==> config.mk <==
export PLATFORM = sky130hd
export DESIGN_NAME = axis_arbiter
export DESIGN_NICKNAME = d
export VERILOG_FILES = /design/src/rtl/axis_rr_pick.sv /design/src/rtl/axis_arbiter.sv
export SDC_FILE = /design/constraint.sdc
export NUM_CORES = 1
export LEC_CHECK = 0
export CAP_MARGIN = 20
export CELL_PAD_IN_SITES_DETAIL_PLACEMENT = 0
export CELL_PAD_IN_SITES_GLOBAL_PLACEMENT = 1
export CORE_AREA = 2 2 69 71
export DETAILED_ROUTE_END_ITERATION = 16
export DIE_AREA = 0 0 71 73
export HOLD_SLACK_MARGIN = 0.06
export PLACE_DENSITY = 0.87
export SYNTH_ARGS = -nofsm -noshare
export SYNTH_HDL_FRONTEND = slang
export SYNTH_SLANG_ARGS = --single-unit
==> constraint.sdc <==
create_clock -name clock -period 5.1 [get_ports clock]
set_input_delay 1.02 -clock clock [delete_from_list [all_inputs] [get_ports clock]]
set_output_delay 1.02 -clock clock [all_outputs]
set_load 0.02 [all_outputs]
==> src/rtl/axis_rr_pick.sv <==
// axis_rr_pick: combinational round-robin priority encoder.
//   Returns the first asserted request at or after i_ptr, wrapping at COUNT.
// Ports:
//   i_req   - request vector, one bit per source
//   i_ptr   - index that has highest priority this cycle (must be < COUNT)
//   o_found - at least one request is asserted
//   o_index - winning source index (valid only when o_found)
module axis_rr_pick #(
  parameter int COUNT     = 4,
  parameter int SEL_WIDTH = $clog2(COUNT)
) (
  input  logic [COUNT-1:0]     i_req,
  input  logic [SEL_WIDTH-1:0] i_ptr,
  output logic                 o_found,
  output logic [SEL_WIDTH-1:0] o_index
);

  logic [COUNT-1:0]     w_rot;
  logic [SEL_WIDTH-1:0] w_off;
  logic [SEL_WIDTH:0]   w_sum;

  // Rotate so that source i_ptr lands at bit 0; the doubled vector supplies
  // the wrapped-around bits.
  assign w_rot = COUNT'({i_req, i_req} >> i_ptr);

  // Lowest set bit of the rotated vector (scan downwards, last hit wins).
  always_comb begin
    o_found = 1'b0;
    w_off   = '0;
    for (int k = COUNT - 1; k >= 0; k--) begin
      if (w_rot[k]) begin
        o_found = 1'b1;
        w_off   = SEL_WIDTH'(k);
      end
    end
  end

  // Undo the rotation modulo COUNT; COUNT need not be a power of two, so the
  // wrap is done explicitly rather than by letting the adder overflow.
  always_comb begin
    w_sum = {1'b0, w_off} + {1'b0, i_ptr};
    if (w_sum >= (SEL_WIDTH + 1)'(COUNT)) begin
      w_sum = w_sum - (SEL_WIDTH + 1)'(COUNT);
    end
    o_index = w_sum[SEL_WIDTH-1:0];
  end

endmodule

==> src/rtl/axis_arbiter.sv <==
// axis_arbiter: merges COUNT AXI-stream inputs into one output stream with
//   packet-aware round-robin arbitration. A source that wins keeps the grant
//   until its last beat has been accepted. The output is a single registered
//   stage.
// Ports:
//   clock, resetn - clock (rising edge), asynchronous active-low reset
//   idata  - COUNT packed beats, input k at [k*WIDTH +: WIDTH]
//   ivalid - per-input valid
//   ilast  - per-input end-of-packet flag
//   iready - per-input ready (combinational)
//   odata, olast, osel, ovalid - registered output beat, its source index
//   oready - downstream ready
module axis_arbiter #(
  parameter int WIDTH     = 8,
  parameter int COUNT     = 4,
  parameter int SEL_WIDTH = $clog2(COUNT)
) (
  input  logic                   clock,
  input  logic                   resetn,
  input  logic [COUNT*WIDTH-1:0] idata,
  input  logic [COUNT-1:0]       ivalid,
  input  logic [COUNT-1:0]       ilast,
  output logic [COUNT-1:0]       iready,
  output logic [WIDTH-1:0]       odata,
  output logic                   olast,
  output logic [SEL_WIDTH-1:0]   osel,
  output logic                   ovalid,
  input  logic                   oready
);

  typedef enum logic {
    IDLE   = 1'b0,
    LOCKED = 1'b1
  } state_t;

  state_t               r_state;
  logic [SEL_WIDTH-1:0] r_grant;
  logic [SEL_WIDTH-1:0] r_ptr;
  logic [WIDTH-1:0]     r_odata;
  logic                 r_olast;
  logic [SEL_WIDTH-1:0] r_osel;
  logic                 r_ovalid;

  logic [WIDTH-1:0]     w_in [COUNT];
  logic                 w_found;
  logic [SEL_WIDTH-1:0] w_pick;
  logic [SEL_WIDTH-1:0] w_sel;
  logic [SEL_WIDTH-1:0] w_ptr_nx;
  logic                 w_space;
  logic                 w_have;
  logic                 w_xfer;

  always_comb begin
    for (int k = 0; k < COUNT; k++) begin
      w_in[k] = idata[k*WIDTH +: WIDTH];
    end
  end

  axis_rr_pick #(
    .COUNT    (COUNT),
    .SEL_WIDTH(SEL_WIDTH)
  ) u_pick (
    .i_req  (ivalid),
    .i_ptr  (r_ptr),
    .o_found(w_found),
    .o_index(w_pick)
  );

  // The output register can take a beat when empty or when it drains now.
  assign w_space = !r_ovalid || oready;

  // While locked the granted source is served even if it is momentarily
  // idle, so no other source can slip into the middle of a packet.
  assign w_sel  = (r_state == LOCKED) ? r_grant : w_pick;
  assign w_have = (r_state == LOCKED) || w_found;
  assign iready = (w_have && w_space) ? ({{(COUNT-1){1'b0}}, 1'b1} << w_sel) : '0;
  assign w_xfer = w_have && w_space && ivalid[w_sel];

  assign w_ptr_nx = (w_sel == SEL_WIDTH'(COUNT - 1)) ? '0 : w_sel + 1'b1;

  always_ff @(posedge clock or negedge resetn) begin
    if (!resetn) begin
      r_state  <= IDLE;
      r_grant  <= '0;
      r_ptr    <= '0;
      r_odata  <= '0;
      r_olast  <= 1'b0;
      r_osel   <= '0;
      r_ovalid <= 1'b0;
    end else if (w_xfer) begin
      r_odata  <= w_in[w_sel];
      r_olast  <= ilast[w_sel];
      r_osel   <= w_sel;
      r_ovalid <= 1'b1;
      if (ilast[w_sel]) begin
        // Fairness moves only at packet boundaries.
        r_state <= IDLE;
        r_ptr   <= w_ptr_nx;
      end else begin
        r_state <= LOCKED;
        r_grant <= w_sel;
      end
    end else if (oready) begin
      r_ovalid <= 1'b0;
    end
  end

  assign odata  = r_odata;
  assign olast  = r_olast;
  assign osel   = r_osel;
  assign ovalid = r_ovalid;

endmodule

run_1/placement_by_type.png
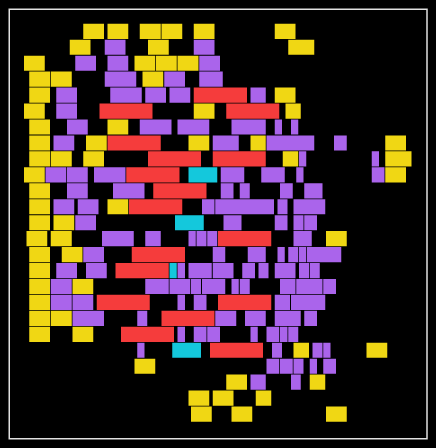
| color | class | cells |
|---|---|---|
| yellow | other buffers and delay cells | 64 |
| red | flops | 17 |
| purple | combinational and other logic | 113 |
| cyan | clock drivers and dummy loads | 4 |
core area: 4540 um2
Seq/total area: 20.0%
Util after Layout: 47.0%
design area: 2130 um2
row count: 25

run_1/congestion.png
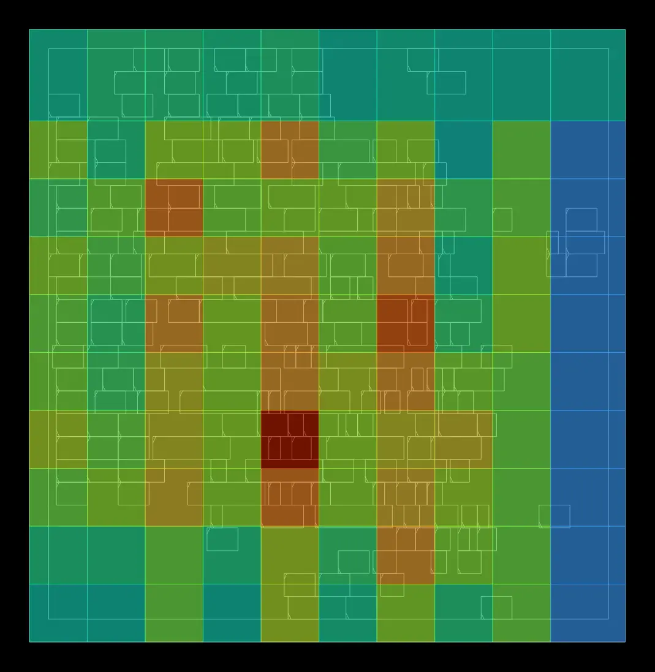
total track usage: 13.5%
routed length per instance: 12.7 um

run_1/cell_density.png
The bar under the picture is 20 um long. 7 x 7 tiles, from black (low) to pale yellow (high), 0 to 100% covered.
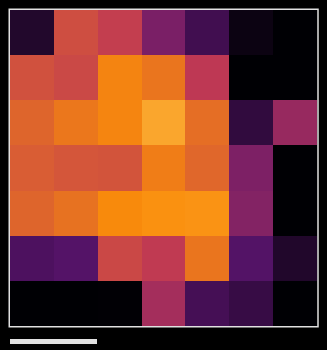
tiles over 75% full: 6.1%
nearly empty tiles: 18%
mean over tiles: 40%

==> results.json, run 1 <==
{
  "startpoint_type": "input port",
  "finalClockPeriodUsage_pct": 95.5,
  "top_cells_by_count": "mux2i_1, dfrtp_1, mux2_4",
  "routed_via_density": 5.01,
  "largestPowerGroup": "combinational logic",
  "setup_slack_ps": 228,
  "maxSlewViolCount": 0,
  "dp_slack_ps": 46.0,
  "comb_power_mw": 1.13,
  "cts_tree": "done",
  "post_cts_buffers": 0,
  "pg_clk_mw": 0.0984,
  "chipWidth_um": 71,
  "area_growth_pct": 47.7,
  "clock-sinks": 17,
  "top_logic_kind": "multiplexers",
  "ys_sh_xor_pct": 0.607,
  "clock_latency_ps": 250,
  "placed_cell_area_um2": 2060,
  "synth_cell_type_count": 42,
  "worstPathRequired_ps": 4080,
  "wl_met1_um": 1370,
  "grt_max_degree": 24,
  "yosysTopAreaCell": "dfrtp_1",
  "power.internal_mw": 0.857,
  "slew_headroom_pct": 48.4,
  "logic_gates": 111,
  "setup_viol": 0,
  "drv_cap": 0,
  "status": "finished clean",
  "grt-ovfl-total": 0,
  "chipArea_um2": 5180,
  "stdcell_count": 252,
  "synthAoiAreaFrac_pct": 12.8,
  "path_cells": "clkdlybuf4s50_1 -> buf_4 -> nor2b_1 -> a21oi_1 -> o22ai_1 -> nor2_1 -> a21oi_1 -> ha_1 -> xor2_2 -> nor3_1 -> mux2_4 -> or2_4 -> nor2b_1 -> clkdlybuf4s50_1",
  "largest_cell_class": "multi-input combinational cells",
  "grt_antenna_before_repair": 0,
  "n_all_inverters": 2,
  "n_fill_cell": 414,
  "ys_cells": 140,
  "path_clk_slew_ps": 60,
  "n_sequential_cell": 17,
  "drtIter0Drc": 77,
  "worst_slew_pin_slew_ps": 755,
  "hold_path_class": "reg2reg",
  "io_buffers": 58,
  "hold_buffers": 0,
  "cts_buffer_depth": 2,
  "ff2ff_setup_slack_ps": 1720,
  "vias": 1262,
  "syn_nets": 184,
  "h-tree-depth": 1,
  "final.setup.tns_ps": 0,
  "cts_buffers": 3,
  "simple_gate_share_pct": 16.6,
  "ios": 59,
  "combAreaFraction_pct": 44.8,
  "die_h_um": 73,
  "slowest_delay_ps": 520,
  "cts_root_buf": "clkbuf_8",
  "avgSynthCellArea_um2": 10.3,
  "reg2regPathDepth": 12,
  "powerDensity_nw_per_um2": 703,
  "largest_reg_flops": 8,
  "buf_share_pct": 29.6,
  "arrival_ps": 3850,
  "n_clock_buffer": 4,
  "synthMostInstantiatedCell": "mux2i_1",
  "nWellTaps": 54,
  "worstSetupPathType": "in2out",
  "drive_above_1_share_pct": 16.7,
  "route.antenna.remaining_nets": 0,
  "flop_cell": "dfrtp_1",
  "seqPwrFrac_pct": 18.1,
  "power_frac_comb_pct": 75.3
}
-- run 1: cells in the final DEF (no fill, tap or decap), types with 2 or more instances in the layout --
cell             instances
o21ai_0                  3
buf_4                    6
nor2_1                   8
inv_1                    2
nor2b_1                  7
nor3_1                   2
nand2b_1                 3
clkdlybuf4s50_1         56
and2_1                   2
nand2_1                  7
nand3_1                  5
dlymetal6s2s_1           2
mux2_4                   9
a21oi_1                  7
o21a_1                   2
clkbuf_8                 3
mux2_2                   4
dfrtp_1                 17
mux2i_1                 29
-- run 1: critical path: cells and delay by family --
kind	cells	cell delay (ps)
adder cells (fa/ha/maj)	1	200
buffers and inverters	3	1100
multiplexers	1	290
AND-OR/OR-AND	3	320
AND/OR/NAND/NOR	5	700
XOR/XNOR	1	220
run_1/power_grid.png
The bar under the picture is 20 um long. Pins as bars on the die edge.
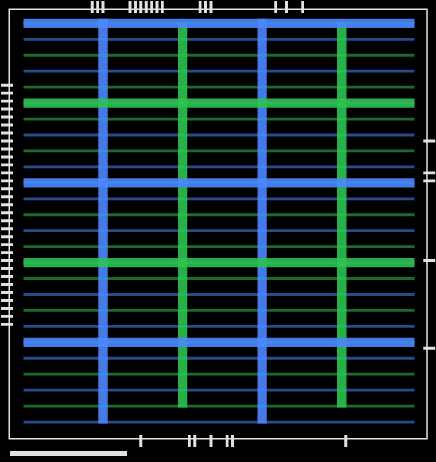

==> inputs of run 2 (changes only) <==
--- a/config.mk
+++ b/config.mk
@@ -8,11 +8,12 @@
 export CAP_MARGIN = 20
 export CELL_PAD_IN_SITES_DETAIL_PLACEMENT = 0
 export CELL_PAD_IN_SITES_GLOBAL_PLACEMENT = 1
-export CORE_AREA = 2 2 69 71
+export CORE_AREA = 2 2 68 70
 export DETAILED_ROUTE_END_ITERATION = 16
-export DIE_AREA = 0 0 71 73
+export DIE_AREA = 0 0 70 72
 export HOLD_SLACK_MARGIN = 0.06
 export PLACE_DENSITY = 0.87
 export SYNTH_ARGS = -nofsm -noshare
 export SYNTH_HDL_FRONTEND = slang
+export SYNTH_HIERARCHICAL = 1
 export SYNTH_SLANG_ARGS = --single-unit
run_2/power_grid.png
The bar under the picture is 20 um long. Pins as bars on the die edge.
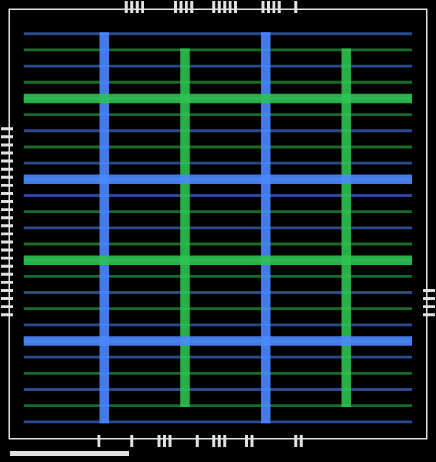
| color | net |
|---|---|
| green | VDD |
| blue | VSS |
signal pins: 59
met5 straps: 4
met1 rails: 25
Die Y-Extent: 72 um
Die Wd: 70 um
VDD IR-drop max: 0.000312 V

run_2/cell_density.png
The bar under the picture is 20 um long. 7 x 7 tiles, from black (low) to pale yellow (high), 0 to 100% covered.
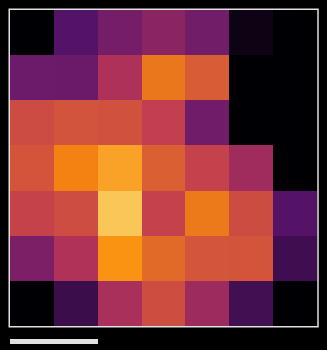
emptiest ninth of the die: north-east
nearly empty tiles: 18%
fullest tile: 88%
tiles over 75% full: 6.1%
mean over tiles: 39%

==> run 2 against run 1 <==
Compared with the run above: flip-flop count did not move; utilization rose by 0.76 points; sequential power rose by 2%; worst setup slack got worse by 33 ps; critical endpoint is now iready[3]; largest power group unchanged.
==> results.json, run 2 <==
{
  "ys_sh_xor_pct": 1.28,
  "drv_cap": 0,
  "grt_antenna_before_repair": 0,
  "synthMostInstantiatedCell": "nand2_1",
  "worst_slew_pin_slew_ps": 773,
  "fin_nets": 247,
  "top_logic_kind": "simple AND/OR/NAND/NOR gates",
  "critPathSlowestCell": "clkdlybuf4s50_1",
  "setup_viol": 0,
  "setup_slack_ps": 195,
  "buf_share_pct": 30.3,
  "cts_tree": "done",
  "groute.layer.met1.usage_pct": 15.2,
  "io_buffers": 58,
  "worstSetupPathType": "in2out",
  "path_cells": "clkdlybuf4s50_1 -> nor2b_1 -> a21oi_1 -> o22ai_1 -> o21a_1 -> ha_1 -> xnor2_1 -> xnor2_1 -> mux2i_2 -> inv_2 -> ha_1 -> and2_1 -> clkdlybuf4s50_1",
  "grt-ovfl-total": 0,
  "drtIter0Drc": 24,
  "edf_count": 0,
  "dr_wl_met3_um": 212,
  "syn-instance-count": 138,
  "initCoreUtil_pct": 32.0,
  "grt_util_met3_pct": 4.44,
  "synth_seq_share_pct": 31.2,
  "combAreaFraction_pct": 42.4,
  "synthAoiAreaFrac_pct": 18.6,
  "final-clk-cell-share_pct": 2.27,
  "drc_errors": 0,
  "chipArea_um2": 5040,
  "routed_via_density": 4.92,
  "coreArea_um2": 4260,
  "h-tree-depth": 1,
  "hold_buffers": 0,
  "route.antenna.remaining_nets": 0,
  "comb_power_mw": 1.17,
  "crit_fanout": 8,
  "n_all_inverters": 5,
  "buffers": 63,
  "top_cells_by_count": "nand2_1, dfrtp_1",
  "seq_share_pct": 20.9,
  "grt_util_all_layers_pct": 13.1,
  "pg_clk_mw": 0.0999,
  "ys_area_um2": 1360,
  "final_cell_mix": "clkdlybuf4s50_1, nand2_1, dfrtp_1",
  "cts_buffer_depth": 2,
  "powerDensity_nw_per_um2": 759,
  "cts_buffers": 3,
  "synth_top_area_share_pct": 31.2,
  "slowest_delay_ps": 590,
  "rows": 24,
  "flop_cell": "dfrtp_1",
  "synth_cell_type_count": 39,
  "largestPowerGroup": "combinational logic",
  "p_sw_share_pct": 44.5,
  "wl_met1_um": 1420,
  "highest_layer": "met4",
  "startpoint_type": "input port",
  "hold_path_class": "reg2reg",
  "adder_share_pct": 4.59,
  "antenna_cells": 0,
  "n_fill_cell": 415,
  "ys_cells": 138,
  "topCellsByArea": "dfrtp_1, mux2_4, nand2_1, mux2_2, ha_1",
  "vias": 1229,
  "grt_first_pass_wirelength_um": 5390,
  "first_global_vias": 1227,
  "largest_cell_class": "multi-input combinational cells",
  "dp_slack_ps": 201,
  "final.setup.tns_ps": 0,
  "maxSlewViolCount": 0,
  "final_core_util_pct": 47.8,
  "logic_gates": 109,
  "status": "finished clean",
  "rsz0062_at_grt": "false",
  "stdcell_count": 250,
  "nWellTaps": 52,
  "layout_top_cell": "clkdlybuf4s50_1",
  "crit_family": "buffers and inverters",
  "clock-sinks": 17,
  "wire_per_inst_um": 13.4,
  "n_clock_buffer": 3,
  "arrival_ps": 3880,
  "leakage_nw": 0.862,
  "slew_headroom_pct": 48.3,
  "critPathCaptureType": "primary output",
  "timing.fmax_ghz": 0.204,
  "mux_area_share_pct": 18.4,
  "hpwl_um": 2630,
  "cts_root_buf": "clkbuf_8",
  "simple_gate_share_pct": 20.1,
  "drive_above_1_share_pct": 17.2,
  "clockPowerShare_pct": 6.5,
  "firstDrtPassIters": 4,
  "wirelength_um": 3350,
  "yosysTopAreaCell": "dfrtp_1",
  "final_area_um2": 2040,
  "synth_area_um2": 1360,
  "p_sw_mw": 0.689,
  "power.internal_mw": 0.858,
  "syn_nets": 186,
  "globalRoute.busiestLayer": "met2",
  "n_sequential_cell": 17,
  "path_buffers": 3,
  "ios": 59,
  "placed_cell_area_um2": 1990,
  "worstPathRequired_ps": 4080,
  "clock_latency_ps": 250,
  "seqPwrFrac_pct": 17.9,
  "sequentialPower_mw": 0.277,
  "holdWs_ps": 506,
  "grt_max_degree": 28,
  "power_frac_comb_pct": 75.6,
  "post_cts_buffers": 0,
  "finalClockPeriodUsage_pct": 96.2,
  "logic_area_um2": 863,
  "regArea_um2": 425,
  "use_met2_pct": 23.1,
  "avgSynthCellArea_um2": 9.88,
  "path_clk_slew_ps": 70,
  "area_growth_pct": 49.4,
  "largest_reg_flops": 8
}
-- run 2: final timing paths --
kind | from | to | slack [ps] | cells after the start
min in group asynchronous | resetn | osel[0]$_DFFE_PN0P_ | 1220 | 1
worst max-delay path | ivalid[1] | iready[3] | 200 | 13
max in group asynchronous | resetn | odata[7]$_DFFE_PN0P_ | 3400 | 1
worst min register to register | odata[4]$_DFFE_PN0P_ | odata[4]$_DFFE_PN0P_ | 510 | 1
worst max register to register | r_ptr[1]$_DFFE_PN0P_ | r_ptr[0]$_DFFE_PN0P_ | 1930 | 13
worst min-delay path | odata[4]$_DFFE_PN0P_ | odata[4]$_DFFE_PN0P_ | 510 | 1
Power figures rest on the tool's default switching activity, not on a simulated workload.
